--- src/rtl/regfile_wb_arbiter.sv ---
// Arbitrates the register file write port between the pipeline writeback (A) and a buffered
// long-latency result stream (B), and tracks long-op destinations to stall decode on hazards.
module regfile_wb_arbiter #(
    parameter int unsigned FIFO_DEPTH   = 2,
    parameter int unsigned STARVE_LIMIT = 4
) (
    input  logic        clk,
    input  logic        reset,
    input  logic        a_we,
    input  logic [4:0]  a_addr,
    input  logic [31:0] a_data,
    output logic        a_hold,
    input  logic        b_valid,
    input  logic [4:0]  b_addr,
    input  logic [31:0] b_data,
    output logic        b_ready,
    input  logic        iss_valid,
    input  logic        iss_long,
    input  logic [4:0]  iss_rs,
    input  logic [4:0]  iss_rt,
    input  logic [4:0]  iss_rd,
    output logic        iss_stall,
    output logic        rf_we,
    output logic [4:0]  rf_a3,
    output logic [31:0] rf_wd3,
    output logic [31:0] busy_vec
);

    localparam int unsigned PtrW = (FIFO_DEPTH > 1) ? $clog2(FIFO_DEPTH) : 1;
    localparam int unsigned CntW = $clog2(FIFO_DEPTH) + 1;
    localparam int unsigned StW  = $clog2(STARVE_LIMIT) + 1;
    localparam logic [CntW-1:0] FullCnt   = CntW'(FIFO_DEPTH);
    localparam logic [StW-1:0]  StarveMax = StW'(STARVE_LIMIT - 1);

    logic [4:0]      fifo_addr_q [FIFO_DEPTH];
    logic [31:0]     fifo_data_q [FIFO_DEPTH];
    logic [PtrW-1:0] wr_ptr_q, wr_ptr_d, rd_ptr_q, rd_ptr_d;
    logic [CntW-1:0] count_q, count_d;
    logic [StW-1:0]  starve_q, starve_d;
    logic            a_hold_q, a_hold_d;
    logic            rf_we_q, rf_we_d;
    logic [4:0]      rf_a3_q, rf_a3_d;
    logic [31:0]     rf_wd3_q, rf_wd3_d;
    logic [31:0]     busy_q, busy_d;

    logic            empty, push, pop, grant_a, stall;
    logic [4:0]      head_addr;
    logic [31:0]     head_data;

    assign empty     = (count_q == '0);
    assign b_ready   = (count_q != FullCnt);
    assign push      = b_valid & b_ready;
    assign head_addr = fifo_addr_q[rd_ptr_q];
    assign head_data = fifo_data_q[rd_ptr_q];

    // A pending hold forces the FIFO head through regardless of the pipeline request.
    always_comb begin
        grant_a = 1'b0;
        pop     = 1'b0;
        if (a_hold_q) begin
            pop = 1'b1;
        end else if (a_we && (a_addr != 5'd0)) begin
            grant_a = 1'b1;
        end else if (!empty) begin
            pop = 1'b1;
        end
    end

    always_comb begin
        rf_we_d  = 1'b0;
        rf_a3_d  = rf_a3_q;
        rf_wd3_d = rf_wd3_q;
        if (grant_a) begin
            rf_we_d  = 1'b1;
            rf_a3_d  = a_addr;
            rf_wd3_d = a_data;
        end else if (pop) begin
            rf_we_d  = (head_addr != 5'd0);
            rf_a3_d  = head_addr;
            rf_wd3_d = head_data;
        end
    end

    always_comb begin
        wr_ptr_d = push ? wr_ptr_q + PtrW'(1) : wr_ptr_q;
        rd_ptr_d = pop  ? rd_ptr_q + PtrW'(1) : rd_ptr_q;
        count_d  = count_q;
        unique case ({push, pop})
            2'b10:   count_d = count_q + CntW'(1);
            2'b01:   count_d = count_q - CntW'(1);
            default: count_d = count_q;
        endcase
    end

    always_comb begin
        starve_d = starve_q;
        a_hold_d = 1'b0;
        if (pop) begin
            starve_d = '0;
        end else if (!empty) begin
            if (starve_q == StarveMax) begin
                a_hold_d = 1'b1;
                starve_d = '0;
            end else begin
                starve_d = starve_q + StW'(1);
            end
        end
    end

    assign stall = iss_valid & (busy_q[iss_rs] | busy_q[iss_rt] | busy_q[iss_rd]);

    // Set is applied after clear so a same-cycle reissue keeps the register busy.
    always_comb begin
        busy_d = busy_q;
        if (pop) begin
            busy_d[head_addr] = 1'b0;
        end
        if (iss_valid && iss_long && !stall && (iss_rd != 5'd0)) begin
            busy_d[iss_rd] = 1'b1;
        end
        busy_d[0] = 1'b0;
    end

    always_ff @(posedge clk) begin
        if (reset) begin
            wr_ptr_q <= '0;
            rd_ptr_q <= '0;
            count_q  <= '0;
            starve_q <= '0;
            a_hold_q <= 1'b0;
            rf_we_q  <= 1'b0;
            rf_a3_q  <= '0;
            rf_wd3_q <= '0;
            busy_q   <= '0;
        end else begin
            wr_ptr_q <= wr_ptr_d;
            rd_ptr_q <= rd_ptr_d;
            count_q  <= count_d;
            starve_q <= starve_d;
            a_hold_q <= a_hold_d;
            rf_we_q  <= rf_we_d;
            rf_a3_q  <= rf_a3_d;
            rf_wd3_q <= rf_wd3_d;
            busy_q   <= busy_d;
        end
    end

    always_ff @(posedge clk) begin
        if (push) begin
            fifo_addr_q[wr_ptr_q] <= b_addr;
            fifo_data_q[wr_ptr_q] <= b_data;
        end
    end

    assign a_hold    = a_hold_q;
    assign iss_stall = stall;
    assign rf_we     = rf_we_q;
    assign rf_a3     = rf_a3_q;
    assign rf_wd3    = rf_wd3_q;
    assign busy_vec  = busy_q;

endmodule

--- config.mk ---
export PLATFORM = sky130hd
export DESIGN_NAME = regfile_wb_arbiter
export DESIGN_NICKNAME = d
export VERILOG_FILES = /design/src/rtl/regfile_wb_arbiter.sv
export SDC_FILE = /design/constraint.sdc
export NUM_CORES = 1
export LEC_CHECK = 0
export CORE_UTILIZATION = 54
export CTS_CLUSTER_DIAMETER = 80
export CTS_CLUSTER_SIZE = 24
export DETAILED_ROUTE_END_ITERATION = 12
export PLACE_DENSITY = 0.86
export REMOVE_ABC_BUFFERS = 1
export SYNTH_ARGS = -nofsm -noshare
export SYNTH_HDL_FRONTEND = slang
export SYNTH_SLANG_ARGS = --single-unit
--- constraint.sdc ---
create_clock -name clk -period 8.5 [get_ports clk]
set_clock_uncertainty 0.2 [all_clocks]
set_input_delay 1.275 -clock clk [delete_from_list [all_inputs] [get_ports clk]]
set_output_delay 1.275 -clock clk [all_outputs]
set_load 0.005 [all_outputs]
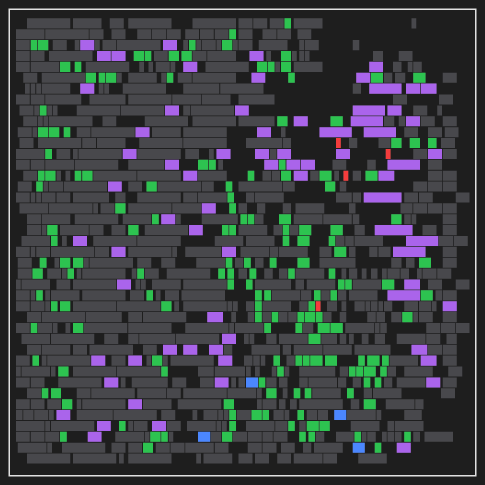
**Above:** run 1 (logic cells by family).
(4 px per um)
multiplexers: marked purple, cells 72, most used mux2i_1, where all over the die. XOR/XNOR gates: marked blue, cells 4. inverting AOI/OAI gates: marked green, cells 162, most used o21ai_0, where all over the die. inverters: marked red, cells 4, most used inv_1.
most frequent logic cell in the layout: clkdlybuf4s50_1
fin cells: 989
logic share of the area: 32.9%

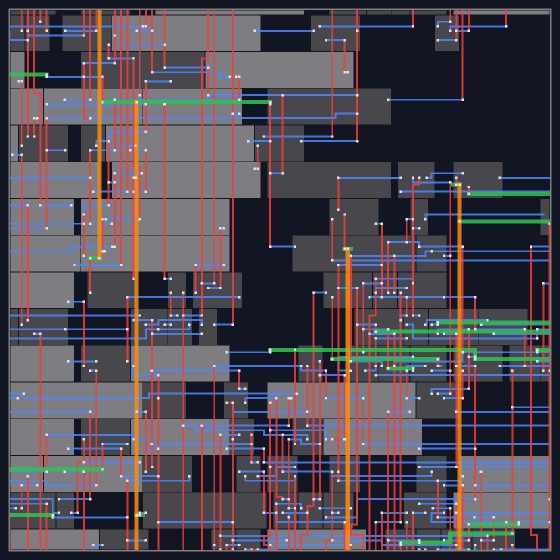
**Above:** run 1 (close-up of the layout).
Window x 38 to 78, y 61 to 101 um. Cells in grey, sequential cells in the stronger grey; small squares are vias.
met2: marked red. met3: marked green. met4: marked orange. met1: marked blue.
Sequential cells in the window: 20. Most frequent: mux2i_1 (17), dfxtp_1 (10), edfxtp_1 (10). 83 logic cells have their middle in the window. Netlist names of flops here include fifo_data_q (9), busy_vec (6), rf_wd3 (4).

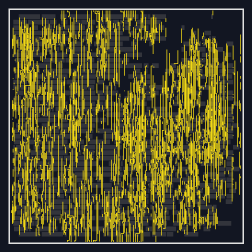
**Above:** run 1 (M2 wires).
(2 px per um) Cells faint in the background.
The layer holds 47% of the routed length. The layer carries 9600 um of wire. The longest straight run is 48.6 um.

==> run 1: cell type report <==
cell class,instances,area [sq um]
well taps,172,215
inverters,4,15.0
repair buffers,171,1690
clock buffers,26,484
flip-flops and latches,152,3780
multi-input cells,457,3060
diodes,1,2.50
fillers,839,3340
clock inverters,6,66.3
==> run 1: layer usage <==
layer | up-vias | wire length (um) | track usage (%)
met5 | - | 0 | 0
met4 | 0 | 711 | 14.6
met3 | 52 | 1880 | 7.78
met2 | 344 | 9600 | 49.3
met1 | 2911 | 8050 | 39.1
li1 | 2768 | - | -
==> run 1: power breakdown <==
part	internal, mW	total (mW)	switching (mW)
combinational	0.289	0.676	0.387
sequential	0.894	0.954	0.0603
clock	0.424	0.703	0.279
==> run 1: worst max-delay path by stage <==
stage                         start   endpoint  slack [ns]  cells past startpoint
after floorplan           iss_rd[0]  iss_stall        4.21                      6
after global placement    iss_rs[1]  iss_stall        2.63                      8
after detailed placement  iss_rs[1]  iss_stall        2.58                      8
after CTS                 iss_rs[1]  iss_stall        2.57                      8
after global routing      iss_rs[1]  iss_stall        2.32                      8
final                     iss_rd[0]  iss_stall        2.52                      8
==> run 1: cells by family (layout without fill, tap and decap cells) <==
group | after synthesis | after routing | synth area share [%]
simple gates | 209 | 209 | 14.8
compound gates | 169 | 169 | 15.2
flops | 152 | 152 | 53.7
mux | 72 | 72 | 12.4
buf+inv | 51 | 207 | 2.97
xor+xnor | 4 | 4 | 0.497
fa+ha+maj | 2 | 2 | 0.355
other cells | 1 | 2 | 0.0532
==> run 1: state kept, by name, indices dropped and copies added (netlist names), named ones only <==
| name | count |
|---|---|
| count_q | 2 |
| rd_ptr_q | 1 |
| busy_vec | 31 |
| rf_a3 | 5 |
| starve_q | 3 |
| fifo_data_q | 64 |
| rf_wd3 | 32 |
| rf_we | 1 |
| fifo_addr_q | 10 |
| a_hold | 1 |
| wr_ptr_q | 1 |
==> run 1: worst min-delay path: cells and delay by family (launching register included) <==
family        cells  cell delay [ns]
simple gates      2             0.10
flops             1             0.33
==> run 1: layout by cell type (no fill, tap or decap), drive strengths merged, types with 3 or more instances in the layout <==
master and instances:
a22oi 4, and3 3, mux4 11, nand3b 4
nand2 20, clkdlybuf4s50 165, clkinv 3, or3 5
mux2i 55, nor2 86, o41ai 13, or4 8
o21ai 53, dfxtp 78, nand3 15, nor3 10
inv 5, buf 6, a21oi 41, nor2b 47
clkbuf 26, edfxtp 74, mux2 6, a211oi 36
==> results.py, run 1 <==
# Metrics from the implementation run
metrics = {
    "floorplan": {
        "dieArea_sq_mm": 0.0135,
        "core_sq_mm": 0.0127,
        "fp.dieW_um": 116,
        "num_rows": 41,
        "num_io_pins": 168,
        "die_y_um": 116,
    },
    "worst_hold_path": {
        "hold_start": "starve_q[2]",
        "hold_depth": 2,
        "hold_path_end": "starve_q[2]",
    },
    "grt": {
        "grtUsageTotal_pct": 30.8,
        "grt_max_degree": 81,
        "grt_pass1_wl_um": 31000,
        "grt_pass1_vias": 5915,
        "grt_overflow": 0,
    },
    "sta": {
        "slew_headroom_pct": 27.9,
        "achievable-frequency_mhz": 167,
        "worst_hold_slack_ns": 0.266,
        "setup_violations": 0,
        "fin_ws_ns": 2.52,
        "worst_slew_pin_slew_ns": 1.08,
        "rsz0062_at_grt": "false",
        "setup_tns_ns": 0,
        "hold_viol": 0,
    },
    "yosys": {
        "syn_area_sq_mm": 0.00705,
        "synth_cells": 660,
        "syn_area_per_cell_sq_um": 10.7,
        "yosys_warnings": 0,
        "ys_ff": 152,
        "ys_area_sq_mm": 0.00705,
        "ys_async_sr_fraction_pct": 0,
        "ys.flop_type": "dfxtp_1",
        "yosysUniqueCellTypes": 56,
        "yosysTopAreaCell": "edfxtp_1",
        "synth_stat.cells": 660,
        "synth.most_common_cell": "nor2_1",
        "edf_count": 74,
        "top_area_share_pct": 31.5,
    },
    "clocking": {
        "clk_pin_slew_ns": 0.06,
        "clock_latency_ns": 0.41,
        "max-clock-path-buffers": 2,
        "cts_resized": 0,
        "clockRootBuffer": "clkbuf_16",
        "clock-sinks": 152,
        "numCtsBuffers": 17,
        "postCtsSetupBuffers": 0,
        "cts_tree": "yes",
    },
    "route": {
        "antenna_left": 0,
        "drc_errors": 0,
        "num_vias": 6075,
        "routed_via_density": 6.14,
        "dr.first_iter.drc_count": 548,
        "finalWirelength_um": 20300,
    },
    "critical_path": {
        "cp_num_buf_inv": 2,
        "path_max_fanout": 13,
        "timing.rr.start": "busy_vec[5]",
        "rr_worst_depth": 6,
        "path_delay_family": "buffers and inverters",
        "crit_slowest_cell": "clkdlybuf4s50_1",
        "reg2reg_to": "busy_vec[19]",
        "cpMostUsedCell": "clkdlybuf4s50_1",
        "worstPathArrival_ns": 4.50,
        "cp_cell_sequence": "clkdlybuf4s50_1, mux4_1, a22oi_1, o31ai_1, nor3_1, nand3_1, o31a_1, clkdlybuf4s50_1",
        "worst_setup_path_end_kind": "primary output",
        "critPathKind": "input port to primary output",
    },
    "placed_design": {
        "post-dp-hpwl_um": 13900,
        "place_area_sq_mm": 0.00877,
        "finalWeightedCongestion": 0.962,
        "dp_slack_ns": 2.58,
    },
    "pwr": {
        "p_per_area_mw_per_mm2": 250,
        "ir_worst_vdd_mv": 0.230,
        "p_leak_nw": 3.20,
    },
    "run": {
        "max-cap-violations": 0,
        "warning_count": 25,
    },
    "layout": {
        "final_layout_size_suffix_gt1_share_pct": 6.62,
        "area_delta_synth_final_pct": 32.4,
        "stdcell_area_sq_mm": 0.00933,
        "final_nets": 900,
        "final_core_util_pct": 73.6,
    },
    "run_status": {
        "status": "finished clean",
    },
}
**Run 1: register map, names as in the netlist**

(4 px per um) Other sequential cells in the stronger grey, the rest of the logic in the fainter grey.
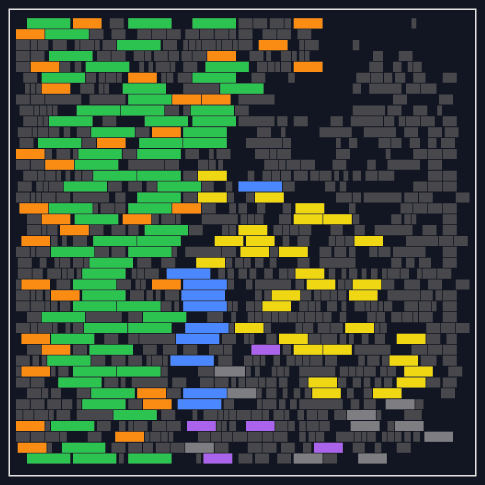

--- run 2 (diff from run 1) ---
CORE_UTILIZATION = 45   (was 54)
PLACE_DENSITY = 0.76   (was 0.86)
clock period = 5.3 ns   (was 8.5 ns; I/O delays follow)
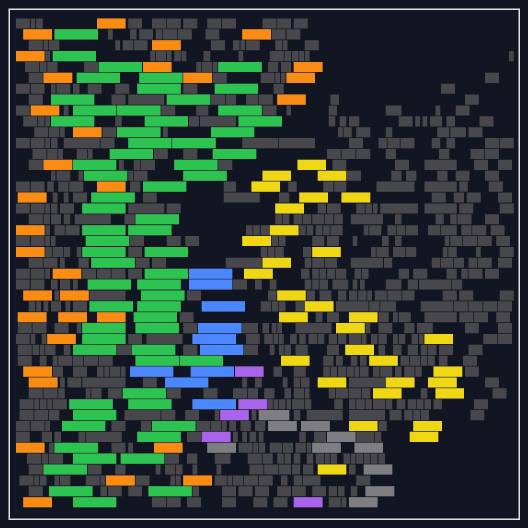
**Above:** run 2 (register map, names as in the netlist).
(4 px per um) Other sequential cells in the stronger grey, the rest of the logic in the fainter grey.
busy_vec: marked yellow, placed flops 31. fifo_data_q: marked green, placed flops 64, where a vertical strip on the left. fifo_addr_q: marked blue, placed flops 10. rf_wd3: marked orange, placed flops 32. rf_a3: marked purple, placed flops 5, where bottom centre.
Another 10 sequential cells are not coloured.
fraction of area in registers: 40.3%
fin util: 61.5%

==> run 2 against run 1 <==
Effect of this change: area after synthesis unchanged; die area up 20%; first-iteration DRC count fell by 6.9%; largest cell class unchanged; largest power group unchanged; highest routed layer unchanged.
==> results.py, run 2 <==
# Metrics from the implementation run
metrics = {
    "run_status": {
        "status": "finished clean",
    },
    "critical_path": {
        "path_delay_family": "buffers and inverters",
        "crit_slowest_cell": "clkdlybuf4s50_1",
        "path_max_fanout": 13,
        "cp_cell_sequence": "clkdlybuf4s50_1, mux4_1, a22oi_1, o31ai_1, nor3_1, nand3_1, o31a_1, clkdlybuf4s50_1",
        "cpMostUsedCell": "clkdlybuf4s50_1",
        "worstPathArrival_ns": 3.75,
        "critPathKind": "input port to primary output",
    },
    "sta": {
        "fin_ws_ns": 0.557,
        "rsz0062_at_grt": "false",
        "worst_slew_pin_slew_ns": 1.28,
        "setup_violations": 0,
        "setup_tns_ns": 0,
        "hold_viol": 0,
    },
    "clocking": {
        "postCtsSetupBuffers": 0,
        "cts_resized": 0,
        "clock-sinks": 152,
        "max-clock-path-buffers": 2,
        "clock_latency_ns": 0.42,
        "numCtsBuffers": 17,
    },
    "floorplan": {
        "num_rows": 45,
        "dieArea_sq_mm": 0.0162,
    },
    "yosys": {
        "ys_ff": 152,
        "yosysUniqueCellTypes": 56,
        "synth.most_common_cell": "nor2_1",
        "ys.flop_type": "dfxtp_1",
        "syn_area_sq_mm": 0.00705,
        "synth_stat.cells": 660,
        "yosysTopAreaCell": "edfxtp_1",
        "edf_count": 74,
        "syn_area_per_cell_sq_um": 10.7,
        "ys_sh_mux_pct": 12.4,
        "yosys_warnings": 0,
        "ys_area_sq_mm": 0.00705,
        "synth.cellmix.compoundShare_pct": 15.2,
        "synth_cells": 660,
    },
    "grt": {
        "grt_max_degree": 75,
        "grtUsageTotal_pct": 24.5,
        "grt_overflow": 0,
        "grt_pass1_vias": 5794,
        "grt_pass1_wl_um": 30200,
    },
    "layout": {
        "top_register": "fifo_data_q",
        "diodes": 0,
        "area_delta_synth_final_pct": 33.3,
        "final_cell_mix": "165 x clkdlybuf4s50_1, 85 x nor2_1, 77 x dfxtp_1, 74 x edfxtp_1, 55 x mux2i_1",
        "largest_register_ffs": 64,
        "stdcell_area_sq_mm": 0.00939,
        "final_layout_size_suffix_gt1_share_pct": 7.58,
        "layout.cells.most_common": "clkdlybuf4s50_1",
    },
    "placed_design": {
        "place_area_sq_mm": 0.00884,
    },
    "pwr": {
        "power.internal_mw": 2.54,
        "p_comb_share_pct": 28.7,
        "p_sw_share_pct": 31.6,
        "p_seq_share_pct": 40.8,
    },
    "run": {
        "warning_count": 25,
    },
    "route": {
        "num_vias": 5959,
        "finalWirelength_um": 19500,
        "antenna_left": 0,
    },
}
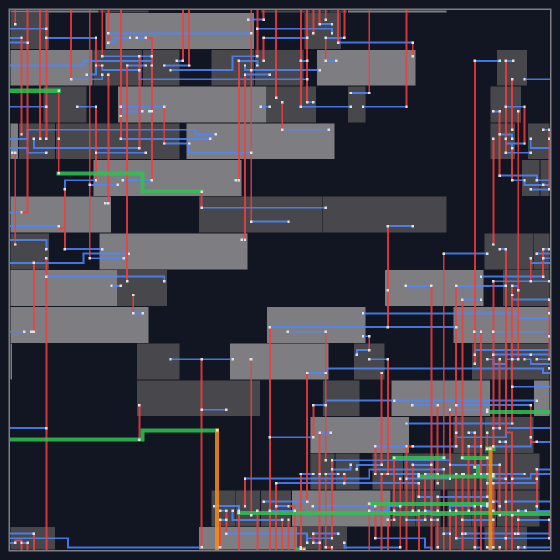
**Above:** run 2 (close-up of the layout).
Window x 44 to 84, y 69 to 109 um. Cells in grey, sequential cells in the stronger grey; small squares are vias.

run 2: layer usage:
metal  routed length (um)  share of wire (%)  track usage [%]  up-vias
li1                     -                  -                -     2759
met1                 7980                 41             30.5     2824
met2                 8950                 46             39.0      312
met3                 1850                9.5             7.45       64
met4                  698                3.6             12.0        0
met5                    0                  0                0        -
run 2: worst reg2reg max path, stage by stage, from the launching register on:
cell      delay (ns)
dfxtp_1         0.39
mux2_2          0.30
a32o_1          0.24
a311oi_1        0.22
a22oi_1         0.16
nand3b_1        0.55
o41ai_1         0.56
run 2: cell type report:
cell class	instances	area (sq um)
Tap cell	211	264
Timing Repair Buffer	173	1710
Multi-Input combinational cell	457	3060
Sequential cell	152	3780
Fill cell	1214	5870
Clock buffer	18	429
Inverter	4	15.0
Clock inverter	14	125
run 2: metrics by stage:
stage / cells / util, %
6_report: 1029 / 61.5
2_1_floorplan: 613 / -
5_1_grt: 1029 / 61.5
4_1_cts: 1029 / 61.5
3_3_place_gp: 997 / 57.9
3_5_place_dp: 997 / 57.9
run 2: cells by family after synthesis:
group | after synthesis
adder cells (fa/ha/maj) | 2
buffers and inverters | 51
AND/OR/NAND/NOR | 209
flip-flops | 152
other | 1
AND-OR/OR-AND | 169
XOR/XNOR | 4
multiplexers | 72
run 2: worst paths after layout:
kind,cells past startpoint,slack (ns),endpoint,startpoint
setup / recovery,8,0.56,iss_stall,iss_rd[1]
hold / removal,2,0.27,starve_q[2],starve_q[2]
hold reg to reg,2,0.27,starve_q[2],starve_q[2]
setup reg to reg,6,2.56,busy_vec[17],busy_vec[7]
run 2: power groups by stage:
stage / Clock [mW] / Combinational (mW) / Sequential, mW
2_1_floorplan: 0 / 0.608 / 1.57
3_3_place_gp: 0 / 1.04 / 1.53
3_5_place_dp: 0 / 1.06 / 1.54
4_1_cts: 1.14 / 1.08 / 1.52
5_1_grt: 1.19 / 1.18 / 1.53
6_report: 1.13 / 1.07 / 1.52
**Run 2: logic cells by family**

(4 px per um)
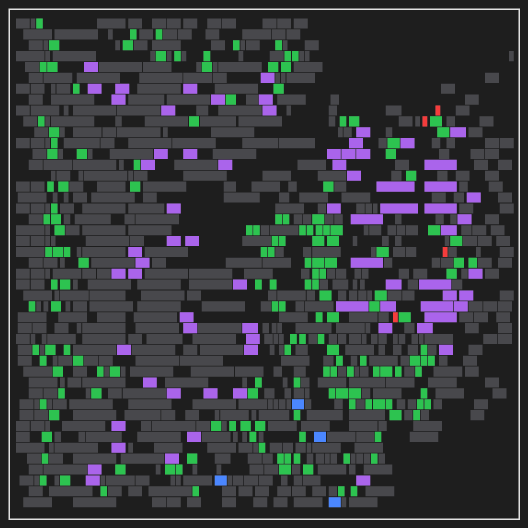

--- run 3 (diff from run 2) ---
GPL_ROUTABILITY_DRIVEN = 0   (was default)
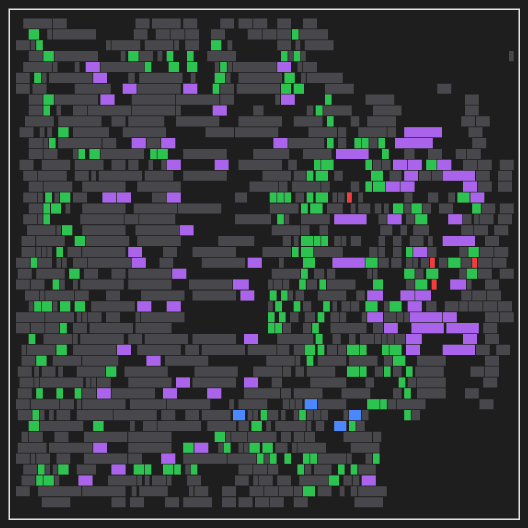
**Above:** run 3 (logic cells by family).
(4 px per um)
multiplexers: marked purple, cells 72, most used mux2i_1. inverters: marked red, cells 4, most used inv_1, where middle right. XOR/XNOR gates: marked blue, cells 4. inverting AOI/OAI gates: marked green, cells 162, most used o21ai_0, where all over the die.
fin cells: 1030
logic share of the area: 32.7%

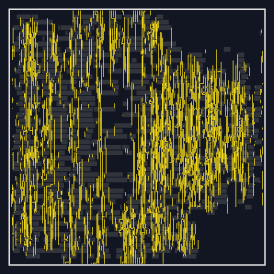
**Above:** run 3 (M2 wires).
(2 px per um) Cells faint in the background.
The layer carries 8680 um of wire. The layer holds 47% of the routed length. The longest straight run is 41.5 um. The wires run mostly vertical.

==> run 3 against run 2 <==
Effect of this change: area after synthesis unchanged; global-route usage down 0.81 points; wire length down 5.4%; sequential power about the same; synthesized cell count unchanged; largest power group unchanged; critical endpoint unchanged.
==> results.py, run 3 <==
# Metrics from the implementation run
metrics = {
    "layout": {
        "largest_register_ffs": 64,
        "stdcell_area_sq_mm": 0.00937,
        "top_register": "fifo_data_q",
        "fillers": 1254,
        "diodes": 0,
        "layout.cells.most_common": "clkdlybuf4s50_1",
        "final_cell_mix": "165 x clkdlybuf4s50_1, 85 x nor2_1, 77 x dfxtp_1, 74 x edfxtp_1, 55 x mux2i_1",
        "final_nets": 903,
        "area_delta_synth_final_pct": 33.0,
    },
    "run_status": {
        "status": "finished clean",
    },
    "critical_path": {
        "critPathKind": "input port to primary output",
        "timing.rr.start": "busy_vec[7]",
        "crit_slowest_cell": "clkdlybuf4s50_1",
        "cp_cell_sequence": "clkdlybuf4s50_1, mux4_1, a22oi_1, o31ai_1, nor3_1, nand3_1, o31a_1, clkdlybuf4s50_1",
        "worst_setup_path_end_kind": "primary output",
        "rr_worst_depth": 6,
    },
    "yosys": {
        "synth_cells": 660,
        "yosys_warnings": 0,
        "syn_area_per_cell_sq_um": 10.7,
        "synth.most_common_cell": "nor2_1",
        "ys_async_sr_fraction_pct": 0,
        "synth_stat.cells": 660,
        "edf_count": 74,
        "ys.flop_type": "dfxtp_1",
        "yosysTopAreaCell": "edfxtp_1",
        "ys_ff": 152,
    },
    "clocking": {
        "cts_resized": 0,
        "clock-sinks": 152,
        "clockRootBuffer": "clkbuf_16",
        "clk_pin_slew_ns": 0.06,
        "postCtsSetupBuffers": 0,
        "max-clock-path-buffers": 2,
        "numCtsBuffers": 17,
        "cts_tree": "yes",
    },
    "grt": {
        "grt_overflow": 0,
        "grt_pass1_vias": 5870,
        "grt_max_degree": 75,
    },
    "floorplan": {
        "num_io_pins": 168,
        "die_y_um": 127,
        "core_sq_mm": 0.0153,
        "dieArea_sq_mm": 0.0162,
        "fp.dieW_um": 127,
        "num_rows": 45,
    },
    "route": {
        "drc_errors": 0,
        "num_vias": 5838,
        "finalWirelength_um": 18400,
        "routed_via_density": 5.67,
        "antenna_left": 0,
        "dr.first_iter.drc_count": 504,
    },
    "placed_design": {
        "place_area_sq_mm": 0.00884,
        "post-dp-hpwl_um": 12900,
    },
    "run": {
        "max-cap-violations": 0,
    },
    "pwr": {
        "ir_worst_vdd_mv": 0.275,
        "p_leak_nw": 3.20,
    },
    "sta": {
        "rsz0062_at_grt": "false",
        "achievable-frequency_mhz": 211,
        "setup_tns_ns": 0,
    },
    "worst_hold_path": {
        "hold_start": "starve_q[2]",
        "hold_depth": 2,
    },
}
run 3: path summary, 6_finish.rpt:
| kind | to | slack, ns |
|---|---|---|
| setup / recovery | iss_stall | 0.57 |
| hold / removal | starve_q[2] | 0.27 |
| setup reg to reg | busy_vec[19] | 2.66 |
| hold reg to reg | starve_q[2] | 0.27 |
run 3: cells by family (layout without fill, tap and decap cells):
logic type               after synthesis  count (layout)  share of synthesized area, %
AND/OR/NAND/NOR                      209             209                          14.8
AND-OR/OR-AND                        169             169                          15.2
flip-flops                           152             152                          53.7
multiplexers                          72              72                          12.4
buffers and inverters                 51             210                          2.97
XOR/XNOR                               4               4                         0.497
adder cells (fa/ha/maj)                2               2                         0.355
other                                  1               1                        0.0532
run 3: worst max-delay path: cells and delay by family:
family / cells / cell delay [ns]
mux: 1 / 0.38
buf+inv: 2 / 1.26
simple gates: 2 / 0.62
compound gates: 3 / 0.67
run 3: metrics by stage:
stage | std cells | util, % | setup slack [ns] | power, mW | hold WS [ns]
floorplan | 613 | - | 1.51 | 2.18 | 0.222
global placement | 998 | 58.0 | 0.702 | 2.57 | 0.236
detailed placement | 998 | 58.0 | 0.615 | 2.62 | 0.263
CTS | 1030 | 61.4 | 0.595 | 3.70 | 0.271
global route | 1030 | 61.4 | 0.430 | 3.87 | 0.301
finish | 1030 | 61.4 | 0.566 | 3.67 | 0.275
run 3: per-layer routing:
layer | track usage [%] | share of wire, %
met3 | 7.62 | 9.2
met2 | 37.6 | 47
met5 | 0 | 0
met1 | 30.4 | 42
met4 | 8.89 | 1.3
run 3: final cells by class:
cell class | instances | area [sq um] | area share, %
Timing Repair Buffer | 174 | 1720 | 18.3
Clock inverter | 10 | 71.3 | 0.761
Sequential cell | 152 | 3780 | 40.4
Multi-Input combinational cell | 457 | 3060 | 32.7
Tap cell | 211 | 264 | 2.82
Inverter | 4 | 15.0 | 0.160
Clock buffer | 22 | 454 | 4.85
run 3: report_power, final:
part / switching, mW / total [mW] / internal (mW)
combinational: 0.622 / 1.09 / 0.465
clock: 0.458 / 1.07 / 0.612
sequential: 0.0788 / 1.51 / 1.43
total: 1.16 / 3.67 / 2.51

==> gallery <==
Track usage over the die.
(a)
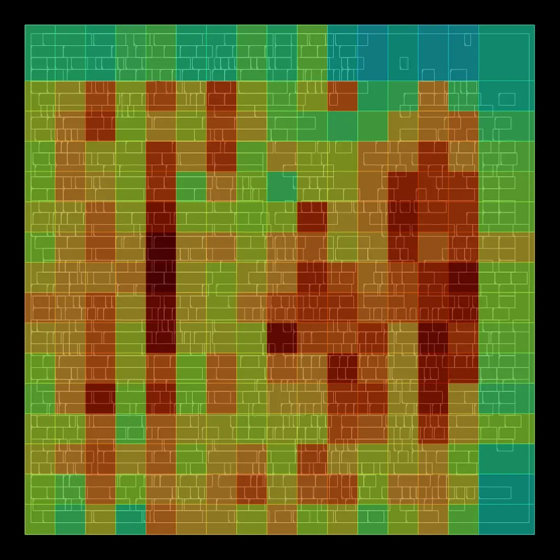
(b)
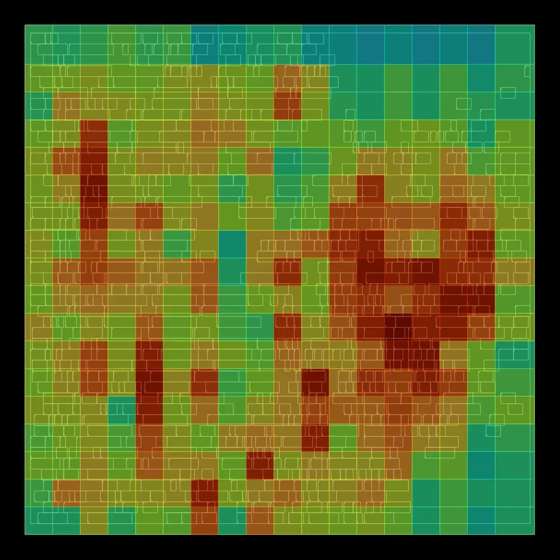
(a) comes from run 1.
(b) comes from run 2.

Power is estimated from default activity; no workload was simulated.
